Fig. 1: run 1, power grid
Bar = 50 um. Pins as bars on the die edge.
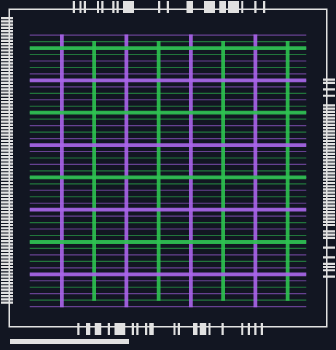
Fig. 2: run 1, cells colored by class
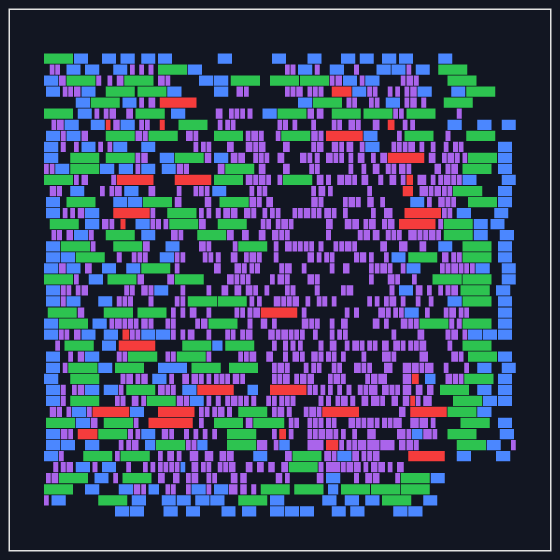
Fig. 3: run 1, clock distribution
Bar = 50 um.
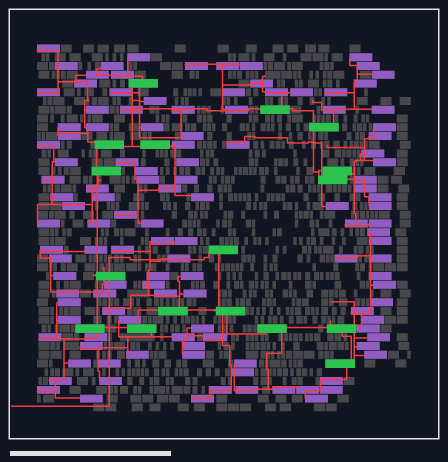
Fig. 4: run 1, metal layers overlaid
Bar = 50 um.
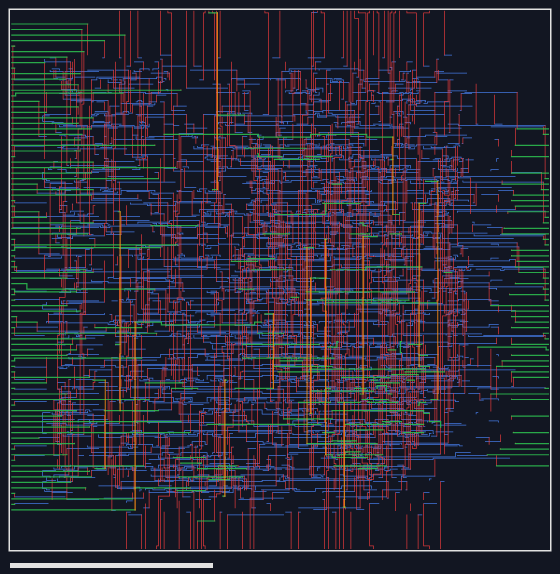
--- src/rtl/mem_access_unit.sv ---
// Load/store initiator for dataMemory: sub-word load extraction/extension and read-modify-write sub-word stores.
// Define MAU_MISALIGN_TRAP_EN to trap misaligned half/word requests; otherwise their low address bits are forced to alignment.
module mem_access_unit #(
    parameter int ADDR_W = 32
) (
    input  logic              clk,
    input  logic              reset,
    input  logic              req_valid,
    output logic              req_ready,
    input  logic              req_write,
    input  logic [1:0]        req_size,
    input  logic              req_unsigned,
    input  logic [ADDR_W-1:0] req_addr,
    input  logic [31:0]       req_wdata,
    output logic              resp_valid,
    output logic [31:0]       resp_rdata,
    output logic              resp_error,
    output logic [ADDR_W-1:0] address,
    output logic [31:0]       writedata,
    output logic              memWrite,
    input  logic [31:0]       readdata
);
    // state  | meaning
    // IDLE   | ready for a new request
    // RD     | load: address driven, readdata sampled at end of cycle
    // RMW_RD | sub-word store: read word, merge new lane
    // WR     | memWrite pulse with stable address/writedata
    // RESP   | one-cycle response strobe
    typedef enum logic [2:0] {S_IDLE, S_RD, S_RMW_RD, S_WR, S_RESP} state_t;

    state_t            state_q, state_d;
    logic [1:0]        size_q, size_d, off_q, off_d;
    logic              uns_q, uns_d;
    logic [15:0]       wdata_q, wdata_d;
    logic              req_ready_q, req_ready_d, resp_valid_q, resp_valid_d;
    logic              resp_error_q, resp_error_d, mem_write_q, mem_write_d;
    logic [31:0]       resp_rdata_q, resp_rdata_d, writedata_q, writedata_d;
    logic [ADDR_W-1:0] address_q, address_d;
    logic              req_err;
    logic [1:0]        req_off;
    logic [7:0]        lane_b;
    logic [15:0]       lane_h;
    logic [31:0]       load_data, merged;

`ifdef MAU_MISALIGN_TRAP_EN
    logic misaligned;
    assign misaligned = (req_size == 2'b01 && req_addr[0]) || (req_size == 2'b10 && req_addr[1:0] != 2'b00);
    assign req_err    = (req_size == 2'b11) || misaligned;
`else
    assign req_err    = (req_size == 2'b11);
`endif

    // Forcing the low bits is harmless in trap mode: misaligned requests never reach memory there.
    always_comb begin
        req_off = req_addr[1:0];
        if (req_size == 2'b01)
            req_off[0] = 1'b0;
        else if (req_size == 2'b10)
            req_off = 2'b00;
    end

    // Big-endian lanes: offset 0 is the most significant byte.
    always_comb begin
        case (off_q)
            2'd0:    lane_b = readdata[31:24];
            2'd1:    lane_b = readdata[23:16];
            2'd2:    lane_b = readdata[15:8];
            default: lane_b = readdata[7:0];
        endcase
        lane_h = off_q[1] ? readdata[15:0] : readdata[31:16];
        case (size_q)
            2'b00:   load_data = uns_q ? {24'h0, lane_b} : {{24{lane_b[7]}}, lane_b};
            2'b01:   load_data = uns_q ? {16'h0, lane_h} : {{16{lane_h[15]}}, lane_h};
            default: load_data = readdata;
        endcase
        merged = readdata;
        if (size_q == 2'b00) begin
            case (off_q)
                2'd0:    merged[31:24] = wdata_q[7:0];
                2'd1:    merged[23:16] = wdata_q[7:0];
                2'd2:    merged[15:8]  = wdata_q[7:0];
                default: merged[7:0]   = wdata_q[7:0];
            endcase
        end else if (off_q[1]) begin
            merged[15:0] = wdata_q;
        end else begin
            merged[31:16] = wdata_q;
        end
    end

    always_ff @(posedge clk) begin
        if (reset) begin
            state_q      <= S_IDLE;
            size_q       <= 2'b00;
            off_q        <= 2'b00;
            uns_q        <= 1'b0;
            wdata_q      <= 16'h0;
            req_ready_q  <= 1'b1;
            resp_valid_q <= 1'b0;
            resp_rdata_q <= 32'h0;
            resp_error_q <= 1'b0;
            address_q    <= '0;
            writedata_q  <= 32'h0;
            mem_write_q  <= 1'b0;
        end else begin
            state_q      <= state_d;
            size_q       <= size_d;
            off_q        <= off_d;
            uns_q        <= uns_d;
            wdata_q      <= wdata_d;
            req_ready_q  <= req_ready_d;
            resp_valid_q <= resp_valid_d;
            resp_rdata_q <= resp_rdata_d;
            resp_error_q <= resp_error_d;
            address_q    <= address_d;
            writedata_q  <= writedata_d;
            mem_write_q  <= mem_write_d;
        end
    end

    always_comb begin
        state_d = state_q;
        case (state_q)
            S_IDLE: begin
                if (req_valid) begin
                    if (req_err)
                        state_d = S_RESP;
                    else if (!req_write)
                        state_d = S_RD;
                    else if (req_size == 2'b10)
                        state_d = S_WR;
                    else
                        state_d = S_RMW_RD;
                end
            end
            S_RD:     state_d = S_RESP;
            S_RMW_RD: state_d = S_WR;
            S_WR:     state_d = S_RESP;
            S_RESP:   state_d = S_IDLE;
            default:  state_d = S_IDLE;
        endcase
    end

    always_comb begin
        size_d       = size_q;
        off_d        = off_q;
        uns_d        = uns_q;
        wdata_d      = wdata_q;
        address_d    = address_q;
        writedata_d  = writedata_q;
        resp_rdata_d = 32'h0;
        resp_error_d = 1'b0;
        req_ready_d  = (state_d == S_IDLE);
        resp_valid_d = (state_d == S_RESP);
        mem_write_d  = (state_d == S_WR);
        case (state_q)
            S_IDLE: begin
                if (req_valid) begin
                    size_d  = req_size;
                    off_d   = req_off;
                    uns_d   = req_unsigned;
                    wdata_d = req_wdata[15:0];
                    if (req_err) begin
                        resp_error_d = 1'b1;
                    end else begin
                        address_d = {req_addr[ADDR_W-1:2], 2'b00};
                        if (req_write && req_size == 2'b10)
                            writedata_d = req_wdata;
                    end
                end
            end
            S_RD:     resp_rdata_d = load_data;
            S_RMW_RD: writedata_d  = merged;
            default:  ;
        endcase
    end

    assign req_ready  = req_ready_q;
    assign resp_valid = resp_valid_q;
    assign resp_rdata = resp_rdata_q;
    assign resp_error = resp_error_q;
    assign address    = address_q;
    assign writedata  = writedata_q;
    assign memWrite   = mem_write_q;
endmodule

--- config.mk ---
export PLATFORM = sky130hd
export DESIGN_NAME = mem_access_unit
export DESIGN_NICKNAME = d
export VERILOG_FILES = /design/src/rtl/mem_access_unit.sv
export SDC_FILE = /design/constraint.sdc
export NUM_CORES = 1
export LEC_CHECK = 0
export ABC_AREA = 1
export CAP_MARGIN = 10
export CORE_MARGIN = 8
export CORE_UTILIZATION = 45
export DETAILED_ROUTE_END_ITERATION = 16
export PLACE_DENSITY_LB_ADDON = 0.2
export RECOVER_POWER = 50
export SKIP_CTS_REPAIR_TIMING = 1
export SLEW_MARGIN = 15
export SYNTH_ARGS = -nofsm -noshare
export SYNTH_HDL_FRONTEND = slang
export SYNTH_SLANG_ARGS = --single-unit
--- constraint.sdc ---
create_clock -name clk -period 3.4 [get_ports clk]
set_input_delay 0.51 -clock clk [delete_from_list [all_inputs] [get_ports clk]]
set_output_delay 0.51 -clock clk [all_outputs]
set_load 0.005 [all_outputs]
==> Slide: Implementation Results, run 1 <==
Flow Results at a Glance

Detailed routing
  • DR vias/cell: 5.104
  • ANT nets after route: 0
  • DRC violations left: 0
  • Initial DRT Pass Iterations: 6
  • First-iteration detailed-routing DRC count: 816
  • Routed WL: 21,770 um

Die
  • Die W: 133.0 um
  • Num ports: 203
  • Chip area: 17,690 sq um
  • Die Y: 133.0 um
  • Init Core Util: 0.4632

Run status
  • Status: complete, but fails checks
  • Failing checks: capacitance limit, slew limit

Worst hold path
  • Hold Path Origin: wdata_q[15]
  • Worst Hold Class: reg -> reg
  • Hold Path Sink: wdata_q[15]
  • Hold Crit Depth: 2

Final layout
  • Area growth, synth to finish: 41.47%
  • Antenna cells: 0
  • Layout Nets: 1,261
  • Share of layout cells above drive strength 1: 0.04957

Worst setup path
  • CP startpoint: reset
  • Req. time, crit path: 3710 ps
  • Worst setup EP type: flip-flop
  • Worst R2R Start: state_q[0]
  • Worst r2r dst: writedata[18]
  • Startpoint Class: primary input
  • Worst EP arrival: 3070 ps
  • CP max FO: 16
  • Setup crit end: resp_rdata[9]
  • R2R depth: 7
  • Reg2reg setup slack: 860 ps
  • Critical path type: in -> reg

Pwr
  • Combinational Power Share: 0.246
  • Sw frac: 0.3014
  • Switching pwr: 1.311 mW
  • Leakage: 4.058 nW
  • Sequential share of power: 0.375
  • Peak VDD IR: 0.0004038 V
  • P per Cell Area: 499.3 nW/um^2
  • Pint: 3.039 mW

Job
  • Number of max-cap violations: 1
  • Log Warnings: 26

Final timing
  • WHS: 488.4 ps
  • Relative slew slack: -0.05205
  • Final Max Slew Viols: 17
  • Setup TNS: 0 ps
  • # setup viols final: 0
  • Fmax: 361.7 MHz
  • Worst-Margin Slew: 1566 ps
  • Final period util: 0.8131
  • Final hold vios: 0
  • Period minus WS final: 2765 ps
  • RSZ-0062 raised after global routing: false

Synth
  • YS warnings: 0
  • Synth Instances: 990
  • Post-synth regs: 122
  • Synth Area per Inst: 6.221 sq um
  • Synth Cell Area: 6158 sq um
  • Post-synth EDFFs: 0
  • Post-synth top flop: dfxtp_1
  • Number of cells in Yosys stat: 990
  • Synth cell types: 26
  • Post-synth seq share: 0.3966
  • Yosys stat area: 6158 sq um
  • Asr flop ratio synth: 0

Global route
  • Initial antenna violation count: 0
  • First-pass GRT wire length: 34,930 um
  • Congestion Overflow GR: 0
  • Vias in the first global route: 6,507
  • Pin count of the biggest net entering global routing: 66

Clocking
  • CTS tree: yes
  • Longest Clk Path Bufs: 2
  • Worst-path clk slew: 50 ps
  • CTS Buf Count: 17
  • H-tree levels: 4
  • Root buf cell: clkbuf_16
  • CTS Sinks: 122

Placement
  • Port Buf Inserts: 200
  • Placed Area: 8189 sq um
  • HPWL after DPL: 16,130 um
  • GPL Wtd Cong: 0.9436
Notes on Fig. 1 above:
legend:
  VSS:
    color: purple
  VDD:
    color: green
signal pins: 203
rows: 42

Notes on Fig. 2 above:
legend:
  other buffers and delay cells:
    color: blue
    cells: 211
  combinational and other logic:
    color: purple
    cells: 806
  clock drivers and dummy loads:
    color: red
    cells: 31
  flops:
    color: green
    cells: 122
final core occ: 0.6553
design area: 8712 sq um
# rows: 42
flop share of the area: 0.2805
Core Area: 13,300 sq um

Notes on Fig. 3 above:
legend:
  clock wires:
    color: red
    length: 1,560 um
  flip-flops:
    color: purple
    count: 122
  clock drivers:
    color: green
    count: 17
routed clock nets: 18
flops lie: all over the die
clk latency late pin: 420 ps
Clock power frac: 0.379
Clock Skew: 14.59 ps
clock group power: 1.65 mW

Notes on Fig. 4 above:
legend:
  metal 4:
    color: orange
    wire_length: 520 um
  metal 3:
    color: green
    wire_length: 2,660 um
  metal 1:
    color: blue
    wire_length: 9,270 um
  metal 2:
    color: red
    wire_length: 9,320 um
wire per inst: 16.17 um
total number of vias: 6,870
All-Layer GR Usage: 0.2447

## run 1: cells in the mapped netlist, types with 3 or more instances
| library cell | count | area (sq um) |
|---|---|---|
| buf_1 | 5 | 18.77 |
| a31oi_1 | 7 | 43.79 |
| a21oi_1 | 61 | 305.3 |
| nor2_1 | 183 | 686.9 |
| inv_2 | 6 | 22.52 |
| buf_4 | 3 | 22.52 |
| dfxtp_1 | 122 | 2442 |
| clkbuf_1 | 25 | 93.84 |
| o21ai_0 | 111 | 555.5 |
| nand2_2 | 3 | 18.77 |
| inv_1 | 68 | 255.2 |
| or2_2 | 7 | 43.79 |
| nand4_1 | 8 | 50.05 |
| nand2_1 | 278 | 1044 |
| nand3_1 | 60 | 300.3 |
| buf_2 | 28 | 140.1 |
| o21ai_1 | 4 | 20.02 |
## run 1: metal layers
layer | wire (um) | track usage
met1 | 9269 | 0.2977
met2 | 9319 | 0.3626
met3 | 2663 | 0.1158
met4 | 519 | 0.1003
met5 | 0 | 0
## run 1: cell families (layout without fill, tap and decap cells)
| kind of cell | Yosys count | in the layout | share of synthesized area |
|---|---|---|---|
| AND/OR/NAND/NOR | 545 | 545 | 0.3576 |
| buffers and inverters | 137 | 316 | 0.09244 |
| flip-flops | 122 | 122 | 0.3966 |
| other | 1 | 2 | 0.0006089 |
| AND-OR/OR-AND | 185 | 185 | 0.1528 |
## run 1: power by group through the flow
stage / logic [mW] / clock network [mW] / registers (mW)
floorplan: 0.605 / 0 / 1.65
global placement: 1.09 / 0 / 1.66
detailed placement: 1.09 / 0 / 1.66
CTS: 1.10 / 1.68 / 1.63
global route: 1.20 / 1.75 / 1.64
finish: 1.07 / 1.65 / 1.63
## run 1: state kept, by name (all words and copies together), names as in the netlist
name	count
resp_rdata	32
writedata	32
address	30
wdata_q	16
state_q	3
off_q	2
size_q	2
memWrite	1
req_ready	1
resp_error	1
resp_valid	1
uns_q	1
## run 1: area by class of cell
type	instances	area [sq um]
Sequential cell	122	2444
Clock buffer	23	467.9
Fill cell	1229	4583
Multi-Input combinational cell	732	3138
Clock inverter	8	71.32
Tap cell	176	220.2
Timing Repair Buffer	211	2093
Inverter	74	277.8
## run 1: per-stage QoR
step,power (mW),std cells,setup WS [ps],util
finish,4.350,1346,635.3,0.6553
global placement,2.752,1315,975.8,0.6159
floorplan,2.258,991,1967,-
global route,4.597,1346,478.6,0.6553
detailed placement,2.755,1315,972.9,0.6159
CTS,4.418,1346,1130,0.6565
## run 1: layout by cell type (no fill, tap or decap)
cell               n
bufinv_16          1
inv_1             68
clkdlybuf4s50_1  101
or2_2              7
nor2_4             1
a31oi_1            7
clkinvlp_4         1
nand3_2            2
clkinv_2           5
clkbuf_1           5
a21oi_2            1
clkbuf_16         17
nand4_1            8
a211oi_1           1
inv_2              6
o21ai_1            4
conb_1             2
dfxtp_2            1
dfxtp_1          121
nor3_1             1
nand3_1           60
buf_12             1
o21ai_0          111
clkinv_4           1
clkbuf_8           2
buf_4              9
nand2_1          278
nor2_1           184
a21oi_1           61
nand2_2            3
or2_0              1
dlygate4sd3_1     99
## run 1: worst max-delay path, cell delays in order
cell	delay, ps
dlygate4sd3_1	570
or2_0	250
nor3_1	1190
o21ai_0	260
a21oi_1	290
==> run 2: changes to the inputs <==
==> constraint.sdc (replaced) <==
create_clock -name clk -period 2.6 [get_ports clk]
set_input_delay 0.39 -clock clk [delete_from_list [all_inputs] [get_ports clk]]
set_output_delay 0.39 -clock clk [all_outputs]
set_load 0.005 [all_outputs]
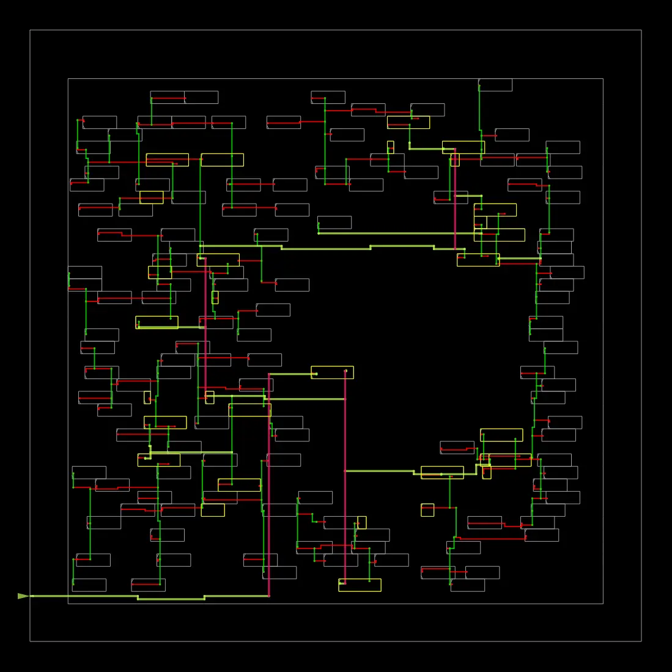
Fig. 5. Clock nets (run 2).
Clock Skew: 8.602 ps
CTS Sinks: 122
CTS Buf Count: 17
Seq cells: 122
clock buffer count: 23

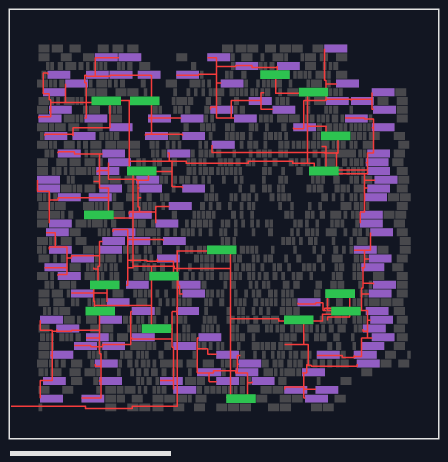
Fig. 6. Clock distribution (run 2).
Bar = 50 um.
legend:
  clock wires:
    color: red
    length: 1,620 um
  clock drivers:
    color: green
    count: 17
  flip-flops:
    color: purple
    count: 122
routed clock nets: 18
flops lie: all over the die
clock group power: 2.20 mW
Clock power frac: 0.382

==> run 2 against run 1 <==
Flip-flop count did not move; routed wire length is 0.37% higher; hold slack about the same; cell count rose by 0.30%; clock skew is 6.0 ps lower; the run now ends clean.
==> Slide: Implementation Results, run 2 <==
Flow Results at a Glance

Run status
  • Status: finished clean

Detailed routing
  • Routed WL: 21,850 um (+0.37%)
  • Total number of vias: 6,876 (+0.087%)
  • First-iteration detailed-routing DRC count: 513 (-37%)
  • DR vias/cell: 5.093 (-0.21%)
  • Initial DRT Pass Iterations: 5 (-1)
  • ANT nets after route: 0 (unchanged)
  • DRC violations left: 0 (unchanged)
  • Wire per inst: 16.19 um (about the same)

Placement
  • HPWL after DPL: 16,070 um (-0.40%)
  • Pre-CTS setup slack: 454.3 ps (-518.7 ps)
  • Port Buf Inserts: 200 (unchanged)
  • Placed Area: 8219 sq um (+0.37%)
  • GPL Wtd Cong: 0.9196 (-2.5%)
  • Placed cells: 1,319 (+0.30%)

Final timing
  • Worst setup margin: 585.9 ps (-49.38 ps)
  • Period minus WS final: 2014 ps
  • # setup viols final: 0 (unchanged)
  • Setup TNS: 0 ps (unchanged)
  • Relative slew slack: 0.1831 (+0.2351)
  • Final hold vios: 0 (unchanged)
  • Final period util: 0.7746
  • Final Max Slew Viols: 0 (-17)
  • WHS: 487.9 ps (-0.4420 ps)
  • Worst-Margin Slew: 1225 ps (-340.6 ps)
  • RSZ-0062 raised after global routing: false
  • Fmax: 496.5 MHz

Final layout
  • Share of layout cells above drive strength 1: 0.05281 (+0.003238)
  • Most common logic cells in the final layout: nand2_1 (278), nor2_1 (184), dfxtp_1 (121), clkdlybuf4s50_1 (118), o21ai_0 (111)
  • Final Non-Filler Cells: 1,350 (+0.30%)
  • Most numerous logic cell after layout: nand2_1
  • Final core occ: 0.6579 (+0.002635)
  • Area growth, synth to finish: 42.04%
  • Antenna cells: 0 (unchanged)
  • Layout Nets: 1,265 (+0.32%)
  • Design area: 8747 sq um (+0.40%)

Die
  • Core Area: 13,300 sq um (unchanged)
  • Die W: 133.0 um (unchanged)
  • Num ports: 203 (unchanged)
  • Chip area: 17,690 sq um (unchanged)
  • Init Core Util: 0.4632 (unchanged)
  • # rows: 42 (unchanged)
  • Die Y: 133.0 um (unchanged)

Synth
  • YS warnings: 0 (unchanged)
  • Synth Cell Area: 6158 sq um (unchanged)
  • Synth area leader: dfxtp_1
  • Synth cell types: 26 (unchanged)
  • Number of cells in Yosys stat: 990 (unchanged)
  • Dominant cell area share: 0.3966 (unchanged)
  • Synth Area per Inst: 6.221 sq um (unchanged)
  • Yosys xor share: 0 (unchanged)
  • Compound Share, Synth: 0.1528 (unchanged)
  • Post-synth EDFFs: 0 (unchanged)
  • Top-count cell post-synth: nand2_1
  • Commonest cells in the netlist: nand2_1 (278), nor2_1 (183), dfxtp_1 (122), o21ai_0 (111), inv_1 (68)
  • Yosys stat area: 6158 sq um (unchanged)
  • FA/HA/MAJ Cells, Area Fraction: 0 (unchanged)
  • Post-synthesis simple-gate area fraction: 0.3576 (unchanged)
  • Cell area leaders: dfxtp_1 (40%), nand2_1 (17%), nor2_1 (11%), o21ai_0 (9.0%), a21oi_1 (5.0%)
  • MUX area fraction: 0 (unchanged)
  • Asr flop ratio synth: 0 (unchanged)
  • Synth Instances: 990 (unchanged)
  • Post-synth regs: 122 (unchanged)
  • Post-synth seq share: 0.3966 (unchanged)
  • Dominant kind of combinational cell: simple AND/OR/NAND/NOR gates
  • Post-synth top flop: dfxtp_1

Global route
  • Pin count of the biggest net entering global routing: 65 (-1.5%)
  • All-Layer GR Usage: 0.2481 (+0.003390)
  • Congestion Overflow GR: 0 (unchanged)
  • Vias in the first global route: 6,647 (+2.2%)
  • Initial antenna violation count: 0 (unchanged)
  • First-pass GRT wire length: 35,340 um (+1.2%)

Worst setup path
  • Req. time, crit path: 2960 ps (-750 ps)
  • Worst path cell trace: clkdlybuf4s50_1 -> or2_1 -> nor3_1 -> buf_4 -> nand2_1 -> inv_1
  • Critical-path top delay cell: nor3_1
  • Worst setup EP type: flip-flop
  • CP max FO: 22 (+6)
  • Worst EP arrival: 2380 ps (-690 ps)
  • Critical path type: in -> reg
  • CP peak stage delay: 800 ps (-390 ps)
  • Startpoint Class: primary input

Clocking
  • Root buf cell: clkbuf_16
  • Clk latency late pin: 420 ps (about the same)
  • Longest Clk Path Bufs: 2 (unchanged)
  • Worst-path clk slew: 50 ps (about the same)
  • CTS tree: yes
  • H-tree levels: 4 (unchanged)

Job
  • Number of max-cap violations: 0 (-1)
  • Log Warnings: 26 (unchanged)

Pwr
  • P per Cell Area: 657.3 nW/um^2 (+32%)
  • Power Total: 5.749 mW (+32%)
  • Leakage: 4.032 nW (-0.64%)
  • Peak VDD IR: 0.0003967 V (-1.7%)

Worst hold path
  • Worst Hold Class: reg -> reg
## run 2: netlist changes by cell type in the layout (fill, tap and decap cells not counted), sizes merged
cell           previous run  this run
buf                      10        13
clkbuf                   24        25
clkdlybuf4s50           101       118
clkinv                    6         5
clkinvlp                  1         2
dlygate4sd3              99        82
## run 2: logic make-up (layout without fill, tap and decap cells)
family | after synthesis | count (layout)
AND-OR/OR-AND | 185 | 185
other | 1 | 2
buffers and inverters | 137 | 320
flip-flops | 122 | 122
AND/OR/NAND/NOR | 545 | 545
## run 2: critical path: cells and delay by family
| family | cells | cell delay [ps] |
|---|---|---|
| buffers and inverters | 3 | 850 |
| and+or+nand+nor | 3 | 1130 |
## run 2: power breakdown
part	leakage, nW	switching, mW	internal (mW)
clock network	0.269	0.824	1.37
registers	0.999	0.108	2.04
logic	2.76	0.806	0.601
## run 2: per-layer routing
layer | share of wire | vias up | routed length, um | track usage
li1 | - | 3473 | - | -
met1 | 0.42 | 3013 | 9203 | 0.3036
met2 | 0.43 | 344 | 9312 | 0.3626
met3 | 0.12 | 46 | 2719 | 0.1151
met4 | 0.028 | 0 | 616 | 0.1123
met5 | 0 | - | 0 | 0
## run 2: cell type report
type | count | area (sq um)
repair buffers | 215 | 2120
multi-input cells | 732 | 3138
fillers | 1244 | 4548
well taps | 176 | 220.2
inverters | 74 | 277.8
clock inverters | 8 | 70.07
flip-flops and latches | 122 | 2444
clock buffers | 23 | 478.0
## run 2: path summary, 6_finish.rpt
path / from / end / slack, ps / cells past startpoint
hold / removal: wdata_q[13] / wdata_q[13] / 490 / 2
hold reg to reg: wdata_q[13] / wdata_q[13] / 490 / 2
setup / recovery: reset / resp_rdata[27] / 590 / 6
setup reg to reg: state_q[1] / size_q[0] / 590 / 5
Power is estimated from default activity; no workload was simulated.
